File: src/rtl/fp_add_seq.sv
// Multi-cycle binary32 adder sequencer, truncating, one datapath step per state.
// Define FP_ADD_SEQ_BARREL_EN for single-cycle align and normalize shifts.
module fp_add_seq (
  input  logic        clk,
  input  logic        rst,
  input  logic [31:0] a,
  input  logic [31:0] b,
  input  logic        in_valid,
  output logic        in_ready,
  output logic [31:0] result,
  output logic        out_valid,
  input  logic        out_ready,
  output logic        busy
);

  typedef enum logic [2:0] {
    IDLE, UNPACK, ALIGN, ADD, NORM, DONE
  } state_t;

  state_t state, stateNext;

  logic [31:0] opA, opB, resReg;
  logic        sX, sY;
  logic [7:0]  eX, diff;
  logic [23:0] mX, mY;
  logic [24:0] sum;

  logic [7:0]  eA, eB, eDiff;
  logic [23:0] mA, mB;
  logic        swap;
  logic [24:0] addSum;

  logic [24:0] nSum;
  logic [7:0]  nExp;
  logic        nDone;
  logic [31:0] nRes;

`ifdef FP_ADD_SEQ_BARREL_EN
  logic [4:0] lz;

  function automatic logic [4:0] lzc(input logic [23:0] v);
    lzc = 5'd0;
    for (int i = 0; i < 24; i++)
      if (v[i]) lzc = 5'(23 - i);
  endfunction

  assign lz = lzc(sum[23:0]);
`endif

  assign eA = opA[30:23];
  assign eB = opB[30:23];
  assign mA = (eA != 8'd0) ? {1'b1, opA[22:0]} : 24'd0;
  assign mB = (eB != 8'd0) ? {1'b1, opB[22:0]} : 24'd0;
  assign swap = (eB > eA) || ((eB == eA) && (mB > mA));
  assign eDiff = swap ? (eB - eA) : (eA - eB);

  assign addSum = (sX == sY) ? ({1'b0, mX} + {1'b0, mY})
                             : ({1'b0, mX} - {1'b0, mY});

  // Normalize step; nDone marks the cycle that also packs the result.
  always_comb begin
    nSum  = sum;
    nExp  = eX;
    nDone = 1'b0;
    nRes  = 32'd0;
    if (sum[24]) begin
      nSum  = sum >> 1;
      nExp  = eX + 8'd1;
      nDone = 1'b1;
      if (eX >= 8'd254) nRes = {sX, 8'hFF, 23'd0};
      else              nRes = {sX, nExp, nSum[22:0]};
    end else if (sum[23]) begin
      nDone = 1'b1;
      nRes  = {sX, eX, sum[22:0]};
    end else begin
`ifdef FP_ADD_SEQ_BARREL_EN
      nDone = 1'b1;
      if (eX > {3'd0, lz}) begin
        nSum = sum << lz;
        nExp = eX - {3'd0, lz};
        nRes = {sX, nExp, nSum[22:0]};
      end
`else
      if (eX <= 8'd1) begin
        nDone = 1'b1;
      end else begin
        nSum  = sum << 1;
        nExp  = eX - 8'd1;
        nDone = nSum[23];
        nRes  = {sX, nExp, nSum[22:0]};
      end
`endif
    end
  end

  always_ff @(posedge clk or posedge rst) begin
    if (rst) state <= IDLE;
    else     state <= stateNext;
  end

  always_comb begin
    stateNext = state;
    unique case (state)
      IDLE:   if (in_valid) stateNext = UNPACK;
      UNPACK: stateNext = ALIGN;
`ifdef FP_ADD_SEQ_BARREL_EN
      ALIGN:  stateNext = ADD;
`else
      ALIGN:  if (diff <= 8'd1) stateNext = ADD;
`endif
      ADD:    stateNext = (addSum == 25'd0) ? DONE : NORM;
      NORM:   if (nDone) stateNext = DONE;
      DONE:   if (out_ready) stateNext = IDLE;
      default: stateNext = IDLE;
    endcase
  end

  always_ff @(posedge clk or posedge rst) begin
    if (rst) begin
      opA    <= 32'd0;
      opB    <= 32'd0;
      resReg <= 32'd0;
      sX     <= 1'b0;
      sY     <= 1'b0;
      eX     <= 8'd0;
      diff   <= 8'd0;
      mX     <= 24'd0;
      mY     <= 24'd0;
      sum    <= 25'd0;
    end else begin
      unique case (state)
        IDLE: begin
          if (in_valid) begin
            opA <= a;
            opB <= b;
          end
        end
        UNPACK: begin
          sX <= swap ? opB[31] : opA[31];
          sY <= swap ? opA[31] : opB[31];
          eX <= swap ? eB : eA;
          mX <= swap ? mB : mA;
          if (eDiff > 8'd25) begin
            mY   <= 24'd0;
            diff <= 8'd0;
          end else begin
            mY   <= swap ? mA : mB;
            diff <= eDiff;
          end
        end
        ALIGN: begin
`ifdef FP_ADD_SEQ_BARREL_EN
          mY   <= mY >> diff;
          diff <= 8'd0;
`else
          if (diff != 8'd0) begin
            mY   <= mY >> 1;
            diff <= diff - 8'd1;
          end
`endif
        end
        ADD: begin
          sum <= addSum;
          if (addSum == 25'd0) resReg <= 32'd0;
        end
        NORM: begin
          sum <= nSum;
          eX  <= nExp;
          if (nDone) resReg <= nRes;
        end
        default: ;
      endcase
    end
  end

  assign in_ready  = (state == IDLE);
  assign busy      = (state != IDLE);
  assign out_valid = (state == DONE);
  assign result    = resReg;

endmodule

File: config.mk
export PLATFORM = sky130hd
export DESIGN_NAME = fp_add_seq
export DESIGN_NICKNAME = d
export VERILOG_FILES = /design/src/rtl/fp_add_seq.sv
export SDC_FILE = /design/constraint.sdc
export NUM_CORES = 1
export LEC_CHECK = 0
export ABC_AREA = 1
export CAP_MARGIN = 10
export CORE_UTILIZATION = 38
export DETAILED_ROUTE_END_ITERATION = 6
export PLACE_DENSITY = 0.58
export SYNTH_ARGS = -nofsm -noshare
export SYNTH_HDL_FRONTEND = slang
export SYNTH_SLANG_ARGS = --single-unit
File: constraint.sdc
create_clock -name clk -period 15.9 [get_ports clk]
set_input_delay 4.77 -clock clk [delete_from_list [all_inputs] [get_ports clk]]
set_output_delay 4.77 -clock clk [all_outputs]
set_load 0.005 [all_outputs]
Figure 1. Clock nets (run 1).
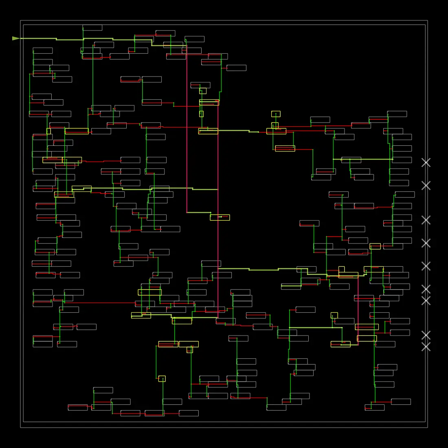
CTS Buf Count: 17

Figure 2. Clock distribution (run 1).
Bar = 50 um.
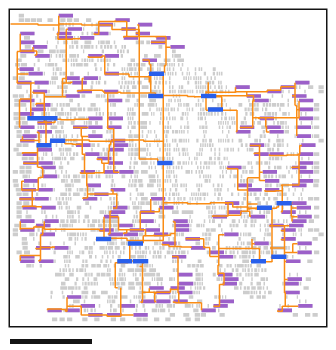
Key: purple = flip-flops [count 190]; blue = cells driving clock nets [count 17]; orange = clock wires [length 2790 um]
Position of the flops: widely spread.

Figure 3. The metal 3 layer (run 1).
Cells faint in the background.
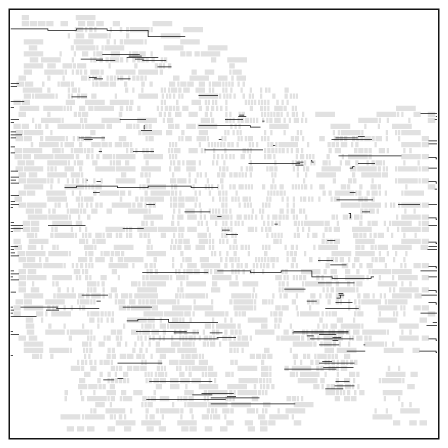
The layer holds 4.1% of the routed length. 145 nets have wire on it. The longest straight run is 37.7 um. The wires run mostly horizontal. The layer carries 1490 um of wire.
GR Util met3: 0.03182
vias post-DR: 12590

==> flow_metrics.env, run 1 <==
# implementation run metrics
export IMPL_ys_chip_area_um2=13780
export IMPL_yosys_cells=1934
export IMPL_nets=2128
export IMPL_first_global_vias=11770
export IMPL_core_area_um2=35660
export IMPL_dp_hpwl_um=27820
export IMPL_ff_type="dfrtp_1"
export IMPL_cap_violations=0
export IMPL_clock_latency_late_pin_ps=450
export IMPL_post_cts_setup_buffers=0
export IMPL_syn_to_final_growth_pct=13.86
export IMPL_cp_buffers_inverters=2
export IMPL_drive_gt1_frac=0.05617
export IMPL_cp_top_family="buffers and inverters"
export IMPL_synth_avg_cell_area_um2=7.127
export IMPL_cp_cell_sequence="nor2_1 -> inv_1 -> nor2_1 -> clkdlybuf4s50_1"
export IMPL_die_h_um=192.5
export IMPL_failed_checks="design-rule violations"
export IMPL_ant_nets=0
export IMPL_post_cts_resized=0
export IMPL_tritoncts="built"
export IMPL_yosysSeqAreaShare=0.3449
export IMPL_h_tree_depth=4
export IMPL_syn_instance_count=1934
export IMPL_arrival_ps=1850
export IMPL_clock_fmax_mhz=151.1
export IMPL_grt_use_total=0.2069
export IMPL_edf_count=0
export IMPL_max_slew_margin_rel=0.2497
export IMPL_port_buffers=102
export IMPL_numSynthFlops=190
export IMPL_cts_hold_buffers_added=0
export IMPL_numClockSinks=190
export IMPL_fin_crit_ps=6619
export IMPL_top_area_frac=0.3449
export IMPL_max_stage_delay_ps=560
export IMPL_status="finished with violations"
export IMPL_hold_class="flip-flop to flip-flop"
export IMPL_viasPerCell=5.128
export IMPL_cts_root_buf="clkbuf_16"
export IMPL_gp_congestion=0.9061
export IMPL_fp_nets=2079
export IMPL_wl_per_cell_um=14.99
export IMPL_synth_area_um2=13780
export IMPL_grt_overflow_total=0
export IMPL_post_route_util=0.4402
export IMPL_wl_um=36800
export IMPL_fp_utilization=0.3866
export IMPL_drc=18
export IMPL_cp_end_kind="output pin"
export IMPL_cp_max_fo=4
export IMPL_grt_pass1_wl_um=61330
export IMPL_num_antenna_cells=0
export IMPL_nFillCells=3677
run 1: logic make-up after synthesis:
family | Yosys count | share of synthesized area
AOI/OAI and AO/OA | 405 | 0.1792
xor gates and xnor gates | 42 | 0.02669
adders and majority gates | 77 | 0.07153
buffers and inverters | 333 | 0.09776
DFF | 190 | 0.3449
muxes | 24 | 0.01961
and+or+nand+nor | 863 | 0.2603
run 1: tightest hold or removal path, cell delays in order, from the launching register on:
cell,delay (ps)
dfrtp_1,340
nand2_1,50
nand2_1,40
run 1: layout make-up:
type / count / area, um^2 / share of cell area
multi-input combinational: 1411 / 7702 / 0.4908
inverter: 247 / 934.6 / 0.05955
clock inverter: 12 / 161.4 / 0.01028
tap: 461 / 576.8 / 0.03675
sequential: 190 / 4755 / 0.3029
clock buffer: 18 / 439.2 / 0.02798
timing repair buffer: 116 / 1126 / 0.07175
run 1: sequential cells by signal, summed over array words and instances (netlist names):
signal,cells
diff,8
mX,24
sX,1
opB,32
state,3
sum,25
sY,1
eX,8
result,32
mY,24
opA,32
run 1: per-layer routing:
| layer | up-vias | share of wire | global-route usage |
|---|---|---|---|
| li1 | 6497 | - | - |
| met2 | 276 | 0.45 | 0.3242 |
| met5 | - | 0 | 0 |
| met3 | 21 | 0.040 | 0.03182 |
| met4 | 0 | 0.011 | 0.04664 |
| met1 | 5796 | 0.50 | 0.2977 |
run 1: cells in the mapped netlist, types with 26 or more instances:
library cell	n
nor2_1	233
xor2_1	34
a21oi_1	174
ha_1	74
dfrtp_1	190
clkbuf_1	61
nand2_1	449
o21ai_0	80
inv_1	237
o221ai_1	50
nand4_1	26
nand3_1	103
run 1: final timing paths:
check                                  startpoint                      to  slack (ps)  cells after the start
max                          state[0]$_DFFE_PP0P_                in_ready        9280                      4
min                        result[14]$_DFFE_PP0P_  result[14]$_DFFE_PP0P_         470                      2
max reg2reg                   opA[24]$_DFFE_PP0P_      mX[18]$_DFFE_PP0P_       10460                     19
min reg2reg                result[14]$_DFFE_PP0P_  result[14]$_DFFE_PP0P_         470                      2
max in group asynchronous                     rst       mY[2]$_DFFE_PP0P_        9590                      3
min in group asynchronous                     rst     opB[25]$_DFFE_PP0P_        4910                      2
run 1: metrics by stage:
stage	cells	setup slack, ps	hold slack, ps
finish	2455	9281	469.3
global route	2455	9167	483.5
CTS	2455	9244	475.5
detailed placement	2425	8998	458.0
global placement	2425	9025	453.4
floorplan	1934	5960	455.3
run 1: layout by cell type (no fill, tap or decap), drive strengths merged, types with 19 or more instances in the layout:
cell type and count:
a22oi 19, nand3 114, nand2 451, nand4 26, a21oi 186, mux2 24
o21a 24, nor3 22, o21ai 84, xor2 34, inv 246, o221ai 50
dfrtp 190, clkdlybuf4s50 102, ha 74, nor2 235
Figure 4. Close-up of the layout (run 1).
Region (76, 76) to (116, 116) um. Cells in grey, sequential cells in the stronger grey; small squares are vias.
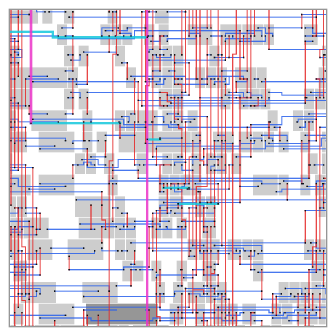

==> run 2: changes to the inputs <==
Settings changed: PLACE_DENSITY 0.58 to 0.6.
Clock period 15.9 ns to 5.3 ns, I/O delays scaled along.
Figure 5. Close-up of the layout (run 2).
Region (76, 76) to (116, 116) um. Cells in grey, sequential cells in the stronger grey; small squares are vias.
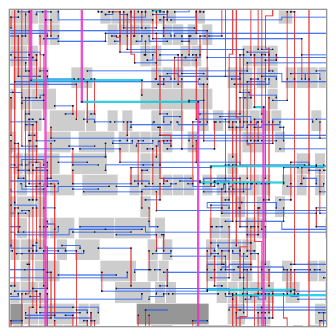
Key: cyan = met3; blue = met1; magenta = met4; red = met2
168 logic cells have their middle in the window. Sequential cells in the window: 1. Netlist names of flops here include `mX` (1). Most frequent: nand2_1 (72), inv_1 (38), nor2_1 (17).

==> run 2 against run 1 <==
  * The flow still finishes with violations (design-rule violations)
  * Critical path depth grew 18
  * Sequential cell count did not move
  * Via count is 1.6% higher
  * Synthesized cell count did not move
  * Wire length is 3.0% higher
  * Register-to-register slack lost 9800 ps
  * Die size stayed put
  * Sequential share of layout area shrank 0.15 points
==> flow_metrics.env, run 2 <==
# implementation run metrics
export IMPL_num_antenna_cells=0
export IMPL_ys_warnings_count=0
export IMPL_ant_nets=0
export IMPL_max_stage_delay_ps=490
export IMPL_worst_setup_path_start_kind="flip-flop"
export IMPL_clock_fmax_mhz=214.1
export IMPL_synth_avg_cell_area_um2=7.127
export IMPL_slowest_stage="nand3_2"
export IMPL_grt_use_total=0.2133
export IMPL_dp_hpwl_um=28830
export IMPL_max_slew_margin_rel=0.3592
export IMPL_fp_utilization=0.3866
export IMPL_drt_iter0_markers=1002
export IMPL_cp_end_kind="flip-flop"
export IMPL_antenna_found_initial=0
export IMPL_slew_violations=0
export IMPL_rsz0062_at_grt="no"
export IMPL_cp_max_fo=32
export IMPL_post_cts_setup_buffers=0
export IMPL_finalSetupViolations=0
export IMPL_synth_area_um2=13780
export IMPL_crit_path_frequent_cell="nand2_1"
export IMPL_grt_max_degree=112
export IMPL_ys_async_sr_fraction=1.000
export IMPL_grt_pass1_wl_um=62730
export IMPL_viasPerCell=5.193
export IMPL_cts_clk_slew_worst_paths_ps=80
export IMPL_fin_crit_ps=4671
export IMPL_cp_buffers_inverters=1
export IMPL_topCellsByArea="dfrtp_1, nand2_1, ha_1"
export IMPL_cp_cell_sequence="nor3_1 -> nand4_1 -> nor4_1 -> nand2_1 -> o41ai_1 -> xnor2_1 -> ha_1 -> nand2_1 -> nor2_1 -> inv_1 -> nor2_1 -> nand3_1 -> nand4_1 -> nand2_1 -> nor2_1 -> nand2_1 -> nor2_1 -> nand3_1 -> nand2_1 -> nand3_2 -> nand2_1 -> nand2_1"
export IMPL_die_h_um=192.5
export IMPL_logic_area_um2=7702
export IMPL_lay_top_count="nand2_1"
export IMPL_edf_count=0
export IMPL_top_area_frac=0.3449
export IMPL_dr_pass1_iters=7
export IMPL_tightest_slew_ps=958.9
export IMPL_worstPathRequired_ps=5640
export IMPL_h_tree_depth=4
export IMPL_ys_chip_area_um2=13780
export IMPL_syn_instance_count=1934
export IMPL_seq_area_um2=4755
export IMPL_cp_top_family="simple AND/OR/NAND/NOR gates"
export IMPL_fp_nets=2079
export IMPL_first_global_vias=12000
export IMPL_rows=69
export IMPL_port_buffers=102
export IMPL_finalCritPeriodShare=0.8813
export IMPL_numCtsBuffers=17
export IMPL_worstSetupPathType="flip-flop to flip-flop"
export IMPL_wl_um=37890
export IMPL_cts_root_buf="clkbuf_16"
export IMPL_common_cells="nand2_1, inv_1, nor2_1, dfrtp_1, a21oi_1"
export IMPL_gp_congestion=0.8995
export IMPL_vias=12790
export IMPL_ff_type="dfrtp_1"
export IMPL_drive_gt1_frac=0.05944
export IMPL_cts_hold_buffers_added=0
export IMPL_nFillCells=3658
export IMPL_nets=2134
export IMPL_numSynthFlops=190
export IMPL_status="finished with violations"
export IMPL_core_area_um2=35660
export IMPL_numClockSinks=190
export IMPL_failed_checks="design-rule violations"
export IMPL_design_die_area_um2=37040
export IMPL_grt_overflow_total=0
export IMPL_cap_violations=0
export IMPL_arrival_ps=5010
export IMPL_yosysSeqAreaShare=0.3449
export IMPL_post_route_util=0.4424
export IMPL_die_w_um=192.5
export IMPL_io_pins=103
export IMPL_synth_cell_types=48
export IMPL_drc=14
export IMPL_post_cts_resized=0
export IMPL_clk_path_buf_depth=2
export IMPL_warnings=45
export IMPL_wl_per_cell_um=15.39
export IMPL_tritoncts="built"
export IMPL_yosys_cells=1934
export IMPL_setup_tns_final_ps=0
export IMPL_clock_latency_late_pin_ps=450
export IMPL_syn_to_final_growth_pct=14.42
export IMPL_hold_class="flip-flop to flip-flop"
export IMPL_hold_viol_final=0
export IMPL_mostFrequentLayoutCells="nand2_1, inv_1, nor2_1, dfrtp_1, a21oi_1"
export IMPL_yosysTopAreaCell="dfrtp_1"
export IMPL_post_synth_top_count_cell="nand2_1"
Figure 6. Clock nets (run 2).
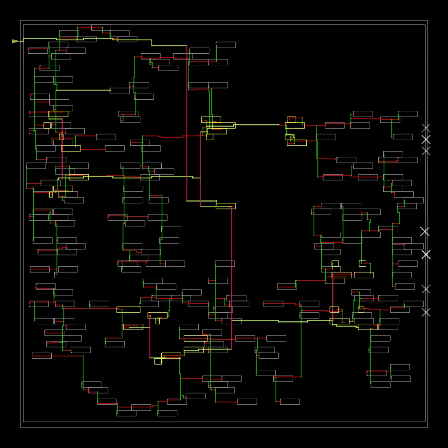
Setup Skew: 9.720 ps
flip-flops: 190

## run 2: cell types whose count changed in the layout (fill, tap and decap cells not counted)
cell / change
buf_12: +2
buf_4: +4
clkbuf_1: +1
clkinv_4: +1
inv_6: +1
clkbuf_8: -1
## run 2: path summary, 6_finish.rpt
kind	from	cells after the start	slack (ps)	endpoint
max	mY[1]$_DFFE_PP0P_	22	630	result[22]$_DFFE_PP0P_
min	result[7]$_DFFE_PP0P_	2	470	result[7]$_DFFE_PP0P_
max reg2reg	mY[1]$_DFFE_PP0P_	22	630	result[22]$_DFFE_PP0P_
min reg2reg	result[7]$_DFFE_PP0P_	2	470	result[7]$_DFFE_PP0P_
max in group asynchronous	rst	3	2890	diff[3]$_DFFE_PP0P_
min in group asynchronous	rst	2	1460	result[31]$_DFFE_PP0P_
## run 2: through the flow
step / instance area (um^2) / worst slack (ps) / hold slack, ps / instances
after floorplan: 13790 / 1262 / 455.3 / 1934
after global placement: 15160 / 669.4 / 457.6 / 2431
after detailed placement: 15160 / 609.2 / 457.7 / 2431
after CTS: 15770 / 564.6 / 475.2 / 2463
after global routing: 15770 / 24.11 / 499.7 / 2463
final: 15770 / 629.3 / 470.1 / 2463
## run 2: layer usage
layer	track usage	wire (um)	vias up
met5	0	0	-
met4	0.06481	811	0
met3	0.03310	1633	58
met2	0.3251	16550	315
met1	0.3079	18900	5892
li1	-	-	6526
## run 2: area by class of cell
type / instances / area share
Clock buffer: 18 / 0.02721
Clock inverter: 14 / 0.01158
Inverter: 247 / 0.05902
Multi-Input combinational cell: 1411 / 0.4883
Sequential cell: 190 / 0.3014
Tap cell: 461 / 0.03657
Timing Repair Buffer: 122 / 0.07584
## run 2: cells by family after synthesis
| group | count (synthesis) | share of synthesized area |
|---|---|---|
| DFF | 190 | 0.3449 |
| muxes | 24 | 0.01961 |
| xor gates and xnor gates | 42 | 0.02669 |
| and+or+nand+nor | 863 | 0.2603 |
| AOI/OAI and AO/OA | 405 | 0.1792 |
| buffers and inverters | 333 | 0.09776 |
| adders and majority gates | 77 | 0.07153 |
## run 2: tightest hold or removal path, cell delays in order (launching register included)
cell,delay [ps]
dfrtp_1,350
nand2_1,50
nand2_1,40
Figure 7. Signal metal coverage by tile (run 2).
Bar = 50 um. 38 x 38 tiles, from white (low) to dark blue (high), scaled to the fullest tile. Values are wire area over tile area, all layers added.
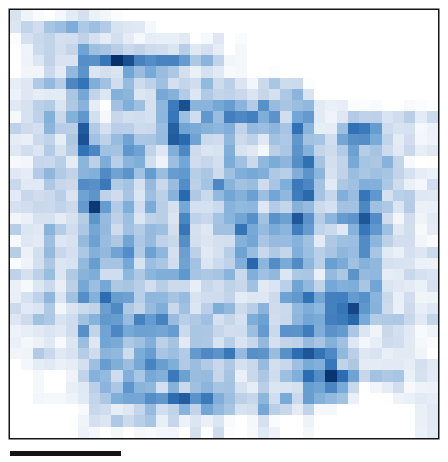

==> run 3: changes to the inputs <==
Settings changed: GPL_ROUTABILITY_DRIVEN set to 0.
Figure 8. Signal metal coverage by tile (run 3).
Bar = 50 um. 38 x 38 tiles, from white (low) to dark blue (high), scaled to the fullest tile. Values are wire area over tile area, all layers added.
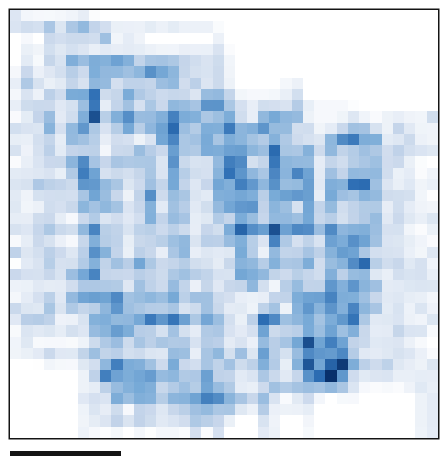
The emptiest ninth of the die: top right. The densest ninth of the die: middle. 18% of the tiles are nearly empty. The fullest tile reaches 0.67. 9.6% of the tiles are over half the peak.
vias post-DR: 12950
drt total wl: 37130 um
routed len/inst: 15.09 um
GRT Overall Usage: 0.2090

Figure 9. Clock nets (run 3).
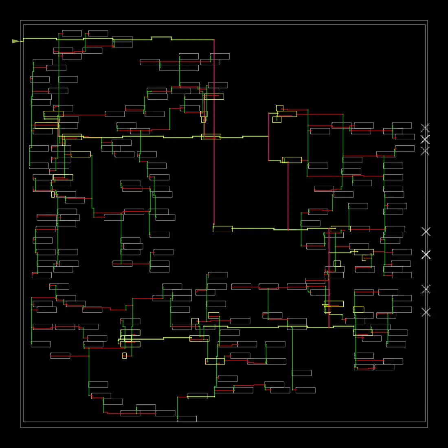
clk ins delay skew pair: 460 ps
CTS Sinks: 190

==> run 3 against run 2 <==
  * The run still ends with design-rule violations left
  * Critical endpoint is now result[4]$_DFFE_PP0P_
  * Worst hold slack better by 0.53 ps
  * Global-route usage is 0.43 points lower
  * Final cell count hardly changed
  * Fmax is 0.10% lower
  * Sequential share of layout area is 0.062 points higher
  * Register-to-register slack hardly changed
==> flow_metrics.env, run 3 <==
# implementation run metrics
export IMPL_fp_nets=2079
export IMPL_max_slew_margin_rel=0.2724
export IMPL_cts_hold_buffers_added=0
export IMPL_numCtsBuffers=17
export IMPL_synth_cell_types=48
export IMPL_status="finished with violations"
export IMPL_worstPathRequired_ps=5630
export IMPL_finalSetupViolations=0
export IMPL_antenna_found_initial=0
export IMPL_drc=14
export IMPL_grt_pass1_wl_um=61880
export IMPL_slowest_stage="nand3_2"
export IMPL_post_synth_top_count_cell="nand2_1"
export IMPL_crit_path_frequent_cell="nand2_1"
export IMPL_die_h_um=192.5
export IMPL_dp_hpwl_um=28110
export IMPL_warnings=41
export IMPL_cp_end_kind="flip-flop"
export IMPL_nets=2132
export IMPL_cp_cell_sequence="nor3_1 -> nand4_1 -> nor4_1 -> nand2_1 -> o41ai_1 -> xnor2_1 -> ha_1 -> nand2_1 -> nor2_1 -> inv_1 -> nor2_1 -> nand3_1 -> nand4_1 -> nand2_1 -> nor2_1 -> nand2_1 -> nor2_1 -> nand3_1 -> nand2_1 -> nand3_2 -> nand2_1 -> nand2_1"
export IMPL_logic_area_um2=7702
export IMPL_cts_root_buf="clkbuf_16"
export IMPL_yosysTopAreaCell="dfrtp_1"
export IMPL_numSynthFlops=190
export IMPL_syn_instance_count=1934
export IMPL_nFillCells=3676
export IMPL_tightest_slew_ps=1091
export IMPL_seq_area_um2=4755
export IMPL_fp_utilization=0.3866
export IMPL_use_met2=0.3254
export IMPL_ff_type="dfrtp_1"
export IMPL_clk_path_buf_depth=2
export IMPL_h_tree_depth=4
export IMPL_mostFrequentLayoutCells="nand2_1, inv_1, nor2_1, dfrtp_1, a21oi_1"
export IMPL_use_met3=0.03510
export IMPL_max_stage_delay_ps=520
export IMPL_rsz0062_at_grt="no"
export IMPL_cp_max_fo=32
export IMPL_timing_hold_ws_ps=470.7
export IMPL_port_buffers=102
export IMPL_drt_iter0_markers=1147
export IMPL_die_w_um=192.5
export IMPL_common_cells="nand2_1, inv_1, nor2_1, dfrtp_1, a21oi_1"
export IMPL_cp_top_family="simple AND/OR/NAND/NOR gates"
export IMPL_design_die_area_um2=37040
export IMPL_drive_gt1_frac=0.05800
export IMPL_syn_to_final_growth_pct=14.19
export IMPL_tritoncts="built"
export IMPL_finalCritPeriodShare=0.8822
export IMPL_worst_setup_path_start_kind="flip-flop"
export IMPL_hold_class="flip-flop to flip-flop"
export IMPL_yosysSeqAreaShare=0.3449
export IMPL_grt_overflow_total=0
export IMPL_grtUsageMet1=0.2979
export IMPL_arrival_ps=5010
export IMPL_num_antenna_cells=0
export IMPL_post_cts_setup_buffers=0
export IMPL_yosys_cells=1934
export IMPL_fin_skew_ps=13.31
export IMPL_top_area_frac=0.3449
export IMPL_first_global_vias=12110
export IMPL_busiest_layer="met2"
export IMPL_slew_violations=0
export IMPL_core_area_um2=35660
export IMPL_viasPerCell=5.260
export IMPL_ys_async_sr_fraction=1.000
export IMPL_ant_nets=0
export IMPL_worstSetupPathType="flip-flop to flip-flop"
export IMPL_rows=69
export IMPL_hold_viol_final=0
export IMPL_failed_checks="design-rule violations"
export IMPL_post_cts_resized=0
export IMPL_clock_fmax_mhz=213.9
export IMPL_lay_top_count="nand2_1"
export IMPL_grt_max_degree=88
export IMPL_edf_count=0
export IMPL_cap_violations=0
export IMPL_dr_pass1_iters=7
export IMPL_io_pins=103
export IMPL_cp_buffers_inverters=1
export IMPL_ys_warnings_count=0
export IMPL_cts_clk_slew_worst_paths_ps=80
export IMPL_synth_area_um2=13780
export IMPL_topCellsByArea="dfrtp_1, nand2_1, ha_1"
export IMPL_synth_avg_cell_area_um2=7.127
export IMPL_ys_chip_area_um2=13780
export IMPL_fin_crit_ps=4676
export IMPL_setup_tns_final_ps=0
## run 3: tightest hold or removal path, stage by stage, from the launching register on
cell	delay, ps
dfrtp_1	340
nand2_1	50
nand2_1	40
## run 3: stage by stage
| stage | util | setup slack [ps] | area, um^2 | instances |
|---|---|---|---|---|
| finish | 0.4415 | 624.4 | 15740 | 2461 |
| global route | 0.4415 | 69.13 | 15740 | 2461 |
| CTS | 0.4415 | 581.6 | 15740 | 2461 |
| detailed placement | 0.4255 | 612.5 | 15170 | 2429 |
| global placement | 0.4255 | 764.2 | 15170 | 2429 |
| floorplan | - | 1262 | 13790 | 1934 |
## run 3: metal layers
metal,vias to the layer above,wire (um),share of wire
met1,6012,18030,0.49
met3,36,1889,0.051
li1,6507,-,-
met4,0,519,0.014
met2,390,16690,0.45
met5,-,0,0
## run 3: kinds of logic after synthesis
kind of cell,after synthesis,synth area share
adder cells (fa/ha/maj),77,0.07153
buffers and inverters,333,0.09776
AND/OR/NAND/NOR,863,0.2603
XOR/XNOR,42,0.02669
flip-flops,190,0.3449
multiplexers,24,0.01961
AND-OR/OR-AND,405,0.1792
## run 3: area by class of cell
cell class / count / share of cell area
Clock inverter: 11 / 0.006916
Tap cell: 461 / 0.03665
Sequential cell: 190 / 0.3021
Clock buffer: 21 / 0.02925
Timing Repair Buffer: 120 / 0.07663
Multi-Input combinational cell: 1411 / 0.4893
Inverter: 247 / 0.05914
## run 3: final timing paths
check,slack (ps),depth (start not counted),endpoint,from
setup / recovery,620,22,result[4]$_DFFE_PP0P_,mY[1]$_DFFE_PP0P_
hold / removal,470,2,result[20]$_DFFE_PP0P_,result[20]$_DFFE_PP0P_
setup reg to reg,620,22,result[4]$_DFFE_PP0P_,mY[1]$_DFFE_PP0P_
hold reg to reg,470,2,result[20]$_DFFE_PP0P_,result[20]$_DFFE_PP0P_
max in group asynchronous,2870,3,opA[15]$_DFFE_PP0P_,rst
min in group asynchronous,1650,2,result[28]$_DFFE_PP0P_,rst
